Design spi_master_xchg_flat, sky130hd; sources not shown.
Figure 1. Gate-type map (run 1).
Scale bar: 20 um.
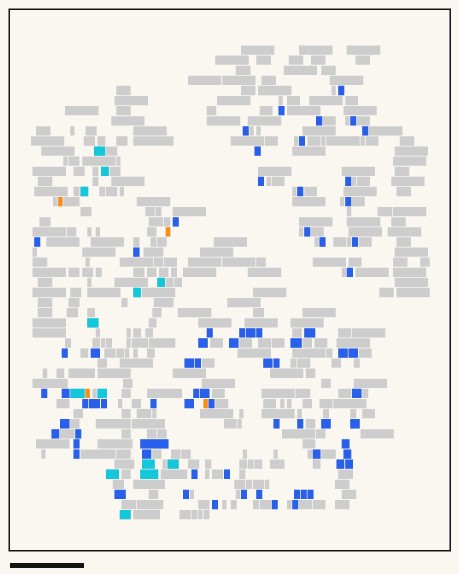
inv cells -> orange  # cells 4
aoi and oai cells -> blue  # cells 74, where widely spread
and/or cells -> cyan  # cells 13
post-layout instance count excluding filler cells: 608
most instantiated logic cell after routing: dfrtp_1
multi-input logic portion of the cell area: 0.405

Figure 2. Signal wires by layer (run 1).
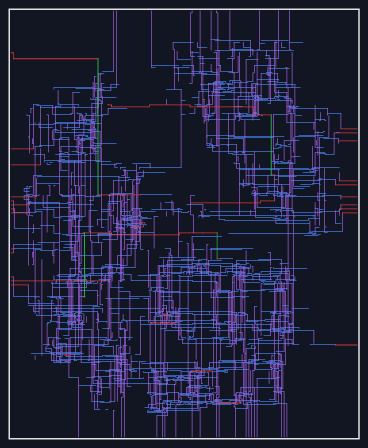
M1 -> blue  # wire length 4340 um
M3 -> red  # wire length 358 um
M2 -> purple  # wire length 5320 um
M4 -> green  # wire length 97.2 um
total via count after detailed routing: 3080
Total Wirelength: 10.1 mm
total routing usage reported by global routing: 0.118
post-DR wirelength/cell: 16.6 um

Figure 3. Sequential cells grouped by signal name (run 1).
Other sequential cells in the stronger gray, the rest of the logic in the fainter gray.
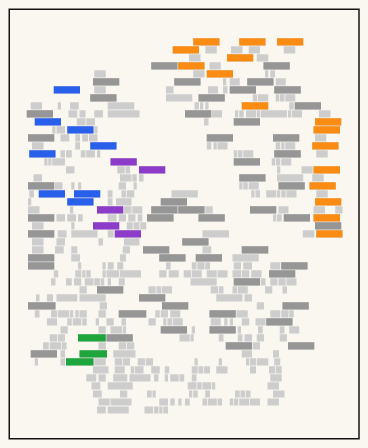
u_core.edge_cnt -> purple  # sequential cells 5
u_core.xfer.rx_data -> orange  # sequential cells 16
u_core.tcnt -> blue  # sequential cells 8
u_core.state -> green  # sequential cells 3
not colored = 55
area taken by flip-flops and latches: 2180 um^2
final design utilization: 0.359

==> impl_table.tex <==
% Yosys + OpenROAD metrics
\begin{tabular}{lr}
\hline
Metric & Value \\
\hline
\multicolumn{2}{l}{\textbf{Outcome}} \\
Status & finished with violations \\
Failing checks & negative hold slack \\
\multicolumn{2}{l}{\textbf{Setup path}} \\
Data required time at the worst endpoint & 1.76 ns \\
CP Max Fanout & 4 \\
Element type at the critical path start & register \\
Start-to-end type of the worst setup path & reg2out \\
Data arrival time of the critical path & between 1.5 and 2 ns \\
Worst reg-to-reg path cell count & 6 \\
Type of destination of the critical path & output port \\
Register-to-register setup slack & 0.23 ns \\
\multicolumn{2}{l}{\textbf{Layout}} \\
Final-layout non-clock buffer area share & 0.0702 \\
Clock network share of area & 0.0564 \\
Combinational gate area & approximately 2100 um\^{}2 \\
Layout cells sized above 1 & 0.237 \\
Number of signal-net buffers in the layout & 35 \\
Number of inverters outside the clock class in the layout & 4 \\
Area grow syn2layout & 17.4\% \\
Number of logic gates & 288 \\
Flop share of the area & 0.422 \\
Number of fill cells & 1441 \\
Commonest cells after routing, fill and taps aside & dfrtp\_1, mux2i\_1, mux2\_2, a21oi\_1, nor2\_1 \\
Layout clock buffer count & 11 \\
Seq\_cells & slightly below 90 \\
Antenna fix cells & 0 \\
Cell type taking the most area & sequential cells \\
Final nets & approximately 460 \\
\multicolumn{2}{l}{\textbf{GRT}} \\
Global Route met1 Usage & 0.142 \\
Via count of the first global-routing pass & 3143 \\
Met2 usage & 0.204 \\
Antenna violations before repair & 0 \\
Busiest layer in global routing & met2 \\
Wire length of the first global-routing pass & 16.7 mm \\
Overflow left after global routing & 0 \\
Met3 Track Usage GR & 0.0362 \\
Largest net degree at the start of global routing & 88 \\
\multicolumn{2}{l}{\textbf{Power}} \\
Worst VDD drop & 1020 uV \\
Net Sw Power & 3.87 mW \\
Fraction of power spent switching nets & 0.452 \\
Combinational share of power & 0.407 \\
Internal power summed over all cells & about 4.7 mW \\
Share of power burned in the clock network & 0.177 \\
Sequential cell fraction of total power & 0.416 \\
Pwr Density & 1660 nW/um\^{}2 \\
Pleak & $\sim$2.3 nW \\
\multicolumn{2}{l}{\textbf{Timing}} \\
Number of hold violations in the final report & 87 \\
Clock period minus final worst setup slack & between 2 and 2.5 ns \\
Actual slew at the worst max-slew pin & about 0.9 ns \\
Total count of max-transition violations in the final report & 0 \\
Max-slew headroom & 0.392 \\
Worst setup skew after layout & roughly 0.0078 ns \\
Final cycle utilization of the critical path & 0.919 \\
Setup total negative slack & 0 ns \\
Setup repair after global routing missed its margin & true \\
Count of endpoints failing setup in the final report & 0 \\
Max Freq & 495 MHz \\
Post-Route Hold Slack & -0.210 ns \\
\multicolumn{2}{l}{\textbf{Logic synthesis}} \\
Flip-flops with a built-in enable & 0 \\
Net count after synthesis & $\sim$440 \\
Syn Area/Cell & 10.8 um\^{}2 \\
Post-Synthesis Cell Area & 4400 um\^{}2 \\
Synthesis-stage register bit count & about 87 \\
Top cell type's share of synthesized area & 0.489 \\
Synthesis warning total & 0 \\
Commonest flop & dfrtp\_1 \\
Portion of the post-synthesis area used by sequential elements & 0.495 \\
Yosys top cell by instances & dfrtp\_1 \\
Unique cell types & approximately 53 \\
List of most frequent post-synthesis cells & dfrtp\_1, mux2i\_1, a21oi\_1, mux2\_2, nor2\_1 \\
Largest cells by area after synthesis & dfrtp\_1, mux2\_2, mux2i\_1 \\
Yosys stat cell total & 406 \\
Number of instances in the synthesized netlist & between 400 and 500 \\
Post-synthesis chip area from yosys & 4400 um\^{}2 \\
Biggest area consumer among synthesized cells & dfrtp\_1 \\
Asr flop ratio synth & 1.00 \\
\multicolumn{2}{l}{\textbf{Die}} \\
Die width & 118 um \\
Chip Height & about 150 um \\
Core Util at FP & 0.306 \\
Chip area & 17200 um\^{}2 \\
Std-Cell Core Area & 14400 um\^{}2 \\
Well tap count & between 150 and 200 \\
Count of boundary I/O pins & 55 \\
Std cell rows & 49 \\
\multicolumn{2}{l}{\textbf{Route}} \\
Wl on met1 & 4.34 mm \\
DR pass1 iterations & 4 \\
Met3 Wirelength & 357 um \\
Routed vias/inst & between 5 and 6 \\
Initial DRC Count & 136 \\
Highest metal layer with signal wires & met4 \\
Sum of met2 wire segment lengths after detailed routing & roughly 5.3 mm \\
Antenna-violating nets left & 0 \\
Drc violations & 0 \\
\multicolumn{2}{l}{\textbf{Clock tree}} \\
Total CTS buffers & 9 \\
TritonCTS clock tree & yes \\
Clock Root Buffer & clkbuf\_16 \\
Max clock buf depth & 2 \\
Clk ins delay skew pair & 0.34 ns \\
Number of H-tree levels & 3 \\
Clock transition time at the flip-flop clock pins of the worst setup and hold paths & approximately 0.070 ns \\
Number of clock sinks & 87 \\
\multicolumn{2}{l}{\textbf{Hold path}} \\
Hold Path Class & in2async \\
\multicolumn{2}{l}{\textbf{Run}} \\
Stage-log warning count & 30 \\
Max cap viols & 0 \\
\multicolumn{2}{l}{\textbf{Placement}} \\
Placed wire-length estimate after detailed placement & 6.83 mm \\
Number of I/O port buffers & 0 \\
\hline
\end{tabular}
==> run 1: logic make-up (layout without fill, tap and decap cells) <==
group	Yosys count	in the layout	synth area share
AND-OR/OR-AND	92	92	0.138
multiplexers	68	68	0.164
XOR/XNOR	16	16	0.0318
AND/OR/NAND/NOR	108	108	0.125
other	1	1	0.000852
adder cells (fa/ha/maj)	3	3	0.00853
flip-flops	87	87	0.495
buffers and inverters	31	55	0.0375
==> run 1: power by group through the flow <==
stage / registers [mW] / logic, mW / clock network (mW)
2_1_floorplan: 3.50 / 2.56 / 0
3_3_place_gp: 3.59 / 3.16 / 0
3_5_place_dp: 3.61 / 3.21 / 0
4_1_cts: 3.57 / 3.34 / 1.57
5_1_grt: 3.66 / 3.86 / 1.66
6_report: 3.56 / 3.49 / 1.51
==> run 1: worst max-delay path, cell delays in order (launching register included) <==
cell	delay (ns)
dfrtp_2	0.43
buf_4	0.15
nor4b_4	0.22
buf_4	0.16
or2_4	0.12
buf_12	0.16
==> run 1: per-stage QoR <==
| stage | power (mW) | cell area, um^2 | worst slack, ns | instances | hold slack (ns) |
|---|---|---|---|---|---|
| after floorplan | 6.07 | 4410 | 0.168 | 406 | 0.144 |
| after global placement | 6.75 | 4660 | 0.135 | 578 | 0.148 |
| after detailed placement | 6.81 | 4660 | 0.111 | 578 | 0.148 |
| after CTS | 8.49 | 5020 | 0.127 | 598 | -0.226 |
| after global routing | 9.17 | 5170 | 0.123 | 608 | -0.235 |
| final | 8.56 | 5170 | 0.178 | 608 | -0.210 |
==> run 1: timing repair <==
action                                 CTS  global route
pin swaps                                0             2
setup endpoints to repair               15            20
gates resized                           12            11
gates cloned                             0             2
buffers inserted                         4             8
endpoints found under the hold margin   87            87
Power figures rest on the tool's default switching activity, not on a simulated workload.
